File: src/rtl/fft_input_loader.sv
// fft_input_loader: streams one 2048-sample frame from the ADC strobe into the
// four 512-word FFT input banks in natural order, then pulses oSTART and holds
// off the next frame until the FFT reports ready.
// Build option: define FFT_LOADER_OFFSET_EN to convert offset-binary samples
// to two's complement (MSB inversion) on the way in.
//
// state   | meaning
// --------+-----------------------------------------------------------
// S_IDLE  | no frame in progress, idx held at 0, waits for iEN
// S_LOAD  | writing samples idx 0..2047 into banks idx[10:9]
// S_START | frame complete, launch pulse is registered this cycle
// S_WAIT  | FFT running; RDY ignored in first cycle, then exit on RDY

module fft_input_loader #(
    parameter int DATA_W = 16,
    parameter int ADDR_W = 9
) (
    input  logic              iCLK,
    input  logic              iRESET,
    input  logic              iEN,
    input  logic [DATA_W-1:0] iDATA,
    input  logic              iVALID,
    input  logic              iFFT_RDY,
    output logic [DATA_W-1:0] oDATA,
    output logic [ADDR_W-1:0] oADDR_WR,
    output logic [3:0]        oWE,
    output logic              oSTART,
    output logic              oBUSY,
    output logic              oDROP,
    output logic [15:0]       oDROP_CNT
);

    localparam int IDX_W = ADDR_W + 2;

    typedef enum logic [1:0] {S_IDLE, S_LOAD, S_START, S_WAIT} state_t;

    state_t            state;
    state_t            state_nxt;
    logic [IDX_W-1:0]  idx;
    logic              wait_armed;
    logic              accept;
    logic              drop_evt;
    logic              last_sample;
    logic [DATA_W-1:0] data_in;

    assign last_sample = (idx == {IDX_W{1'b1}});

`ifdef FFT_LOADER_OFFSET_EN
    assign data_in = {~iDATA[DATA_W-1], iDATA[DATA_W-2:0]};
`else
    assign data_in = iDATA;
`endif

    // state register
    always_ff @(posedge iCLK) begin
        if (!iRESET) state <= S_IDLE;
        else         state <= state_nxt;
    end

    // next-state decode; an abort in LOAD takes priority over the last write
    always_comb begin
        state_nxt = state;
        case (state)
            S_IDLE:  if (iEN) state_nxt = S_LOAD;
            S_LOAD: begin
                if (!iEN)                       state_nxt = S_IDLE;
                else if (iVALID && last_sample) state_nxt = S_START;
            end
            S_START: state_nxt = S_WAIT;
            S_WAIT:  if (wait_armed && iFFT_RDY) state_nxt = S_IDLE;
            default: state_nxt = S_IDLE;
        endcase
    end

    // per-cycle events: sample accepted into RAM, or sample discarded
    always_comb begin
        accept   = (state == S_LOAD) && iEN && iVALID;
        drop_evt = ((state == S_START) || (state == S_WAIT)) && iVALID;
    end

    // registered outputs, sample index and drop counter
    always_ff @(posedge iCLK) begin
        if (!iRESET) begin
            oDATA      <= '0;
            oADDR_WR   <= '0;
            oWE        <= '0;
            oSTART     <= 1'b0;
            oBUSY      <= 1'b0;
            oDROP      <= 1'b0;
            oDROP_CNT  <= '0;
            idx        <= '0;
            wait_armed <= 1'b0;
        end else begin
            oWE        <= '0;
            oSTART     <= (state == S_START);
            oBUSY      <= (state != S_IDLE);
            oDROP      <= drop_evt;
            wait_armed <= (state == S_WAIT);
            if (accept) begin
                oDATA    <= data_in;
                oADDR_WR <= idx[ADDR_W-1:0];
                oWE      <= 4'b0001 << idx[IDX_W-1:ADDR_W];
                idx      <= idx + 1'b1;
            end else if (state_nxt == S_IDLE) begin
                idx <= '0;
            end
            if (drop_evt && (oDROP_CNT != 16'hFFFF))
                oDROP_CNT <= oDROP_CNT + 1'b1;
        end
    end

endmodule
File: config.mk
export PLATFORM = sky130hd
export DESIGN_NAME = fft_input_loader
export DESIGN_NICKNAME = d
export VERILOG_FILES = /design/src/rtl/fft_input_loader.sv
export SDC_FILE = /design/constraint.sdc
export NUM_CORES = 1
export LEC_CHECK = 0
export CAP_MARGIN = 30
export CORE_MARGIN = 5
export CORE_UTILIZATION = 35
export CTS_BUF_LIST = sky130_fd_sc_hd__clkbuf_4 sky130_fd_sc_hd__clkbuf_8 sky130_fd_sc_hd__clkbuf_16
export CTS_CLUSTER_SIZE = 14
export DETAILED_ROUTE_END_ITERATION = 8
export SETUP_SLACK_MARGIN = 0.2
export SYNTH_ARGS = -nofsm -noshare
export SYNTH_HDL_FRONTEND = slang
export SYNTH_SLANG_ARGS = --single-unit
File: constraint.sdc
create_clock -name iCLK -period 4.4 [get_ports iCLK]
set_input_delay 0.66 -clock iCLK [delete_from_list [all_inputs] [get_ports iCLK]]
set_output_delay 0.66 -clock iCLK [all_outputs]
set_load 0.02 [all_outputs]
logic_types.png
Scale: 4 px per µm.
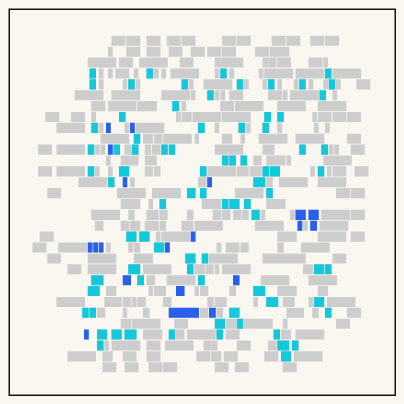
aoi and oai cells -> cyan  # cells 80
nor cells -> blue  # cells 20
logic share of the area: 35.5%
most frequent standard cell in the layout excluding fill and tap cells: sky130_fd_sc_hd__clkdlybuf4s50_1

==> impl_metrics.env <==
# source this file to load flow results
export IMPL_run_status="finished clean"
export IMPL_route_detailed_wl_per_inst_um=13.4
export IMPL_first_pass_iters=4
export IMPL_finalMaxSlewViolations=0
export IMPL_ys_sh_mux_pct=0.386
export IMPL_critPathCaptureType="flop"
export IMPL_yosys_top_cells_area="sky130_fd_sc_hd__dfxtp_1, sky130_fd_sc_hd__nand2_1, sky130_fd_sc_hd__a21oi_1"
export IMPL_powerDensity_nw_per_um2=317
export IMPL_final_signal_inverter_count=2
export IMPL_routabilityCongestion=0.770
export IMPL_synth_net_count=332
export IMPL_asyncSetResetFlopFracSynth_pct=0
export IMPL_clock_cell_area_share_pct=5.36
export IMPL_hold_path_cell_count=2
export IMPL_multi_input_comb_cells=224
export IMPL_edf_count=0
export IMPL_critPathSlowestCell="sky130_fd_sc_hd__nand4b_1"
export IMPL_synth_cellmix_compoundShare_pct=18.7
export IMPL_critPathKind="in2reg"
export IMPL_drtAntennaViolNets=0
export IMPL_cts_repair_timing_setup_buffer_count=0
export IMPL_period_utilization_pct=55.6
export IMPL_fin_skew_ns=0.00694
export IMPL_synthXorXnorAreaFrac_pct=0.338
export IMPL_taps=99
export IMPL_area_growth_syn_to_layout_pct=34.8
export IMPL_hold_slack_ns=0.455
export IMPL_synth_cell_types=48
export IMPL_critPathMaxFanout=18
export IMPL_clock_tree_root_cell="sky130_fd_sc_hd__clkbuf_8"
export IMPL_postPlaceCellArea_um2=3310
export IMPL_grt_usage_pct=14.1
export IMPL_n_antenna_cell=0
export IMPL_synth_seq_cells=62
export IMPL_timing_slew_headroom_pct=35.2
export IMPL_timing_fmax_mhz=409
export IMPL_num_nonclk_buffers=70
export IMPL_synth_cells_yosys=309
export IMPL_max_cap_violations=0
export IMPL_numCtsBuffers=9
export IMPL_worst_vdd_rail_ir_drop_mv=0.134
export IMPL_tool_warnings=26
export IMPL_post_route_cells_drive_above_1_share_pct=6.97
export IMPL_num_rows=31
export IMPL_htreeDepth=3
export IMPL_post_layout_net_count=392
export IMPL_timing_hold_worst_endpoint="oADDR_WR[3]"
export IMPL_synth_sequential_area_ratio_pct=47.8
export IMPL_via_count=2372
export IMPL_drt_iter0_markers=106
export IMPL_ys_dominant_reg_cell="sky130_fd_sc_hd__dfxtp_1"
export IMPL_grt_pass1_wl_mm=10.3
export IMPL_yosys_stat_chipArea_um2=2590
export IMPL_layout_area_comb_um2=1240
export IMPL_finalWorstPathRequiredPeriod_ns=2.44
export IMPL_sequential_cell_area_share_pct=35.5
export IMPL_crit_end="idx[3]"
export IMPL_syn_mean_instance_area_um2=8.40
export IMPL_synth_simple_area_share_pct=27.5
export IMPL_placed_cells=457
export IMPL_timing_critical_path_buf_inv=2
export IMPL_hold_class="reg2reg"
export IMPL_arrival_ns=2.71
export IMPL_final_layout_top_logic_cells="sky130_fd_sc_hd__clkdlybuf4s50_1, sky130_fd_sc_hd__nand2_1, sky130_fd_sc_hd__dfxtp_1"
export IMPL_synth_cells_most_frequent="sky130_fd_sc_hd__nand2_1, sky130_fd_sc_hd__dfxtp_1, sky130_fd_sc_hd__a21oi_1, sky130_fd_sc_hd__clkbuf_1, sky130_fd_sc_hd__nor2_1"
export IMPL_die_w_um=96.1
export IMPL_chipHeight_um=96.1
export IMPL_timing_worst_slew_pin_value_ns=0.964
cell_density.png
Scale: 3 px per µm. The die is cut into 10 by 10 equal tiles; dark purple is low, yellow is high, 0 to 100% covered.
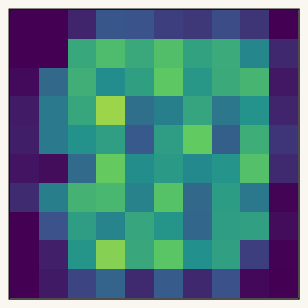
nearly empty tiles = 11%
fullest tile = 85%
densest ninth of the die = center
mean over tiles = 37%
tiles over 75% full = 4.0%
placeable core region: 7250 µm²
utilization after layout: 48.2%
initial standard-cell utilization of the core: 35.8%

## layer usage
layer	up-vias	part of all wire (%)	track usage, %
met5	-	0	0
met4	0	2.1	8.18
met3	8	4.1	2.58
met2	35	45	21.4
met1	1100	49	18.7
li1	1229	-	-
## flip-flops by register name (all words and copies together), names as in the netlist
signal and count:
oDATA 16, oDROP 1, wait_armed 1, oSTART 1
idx 11, state 2, oBUSY 1, oWE 4
oADDR_WR 9, oDROP_CNT 16
## worst min-delay path, cell delays in order (launching register included)
cell and delay (ns):
sky130_fd_sc_hd__dfxtp_1 0.31, sky130_fd_sc_hd__nand2_1 0.05, sky130_fd_sc_hd__a21oi_1 0.05
## where the power goes
part	internal [µW]	switching, µW
sequential	565	2.98
clock	270	215
combinational	26.5	28.7
total	862	247
No activity file was given, so power comes from the tool's default toggle rates.
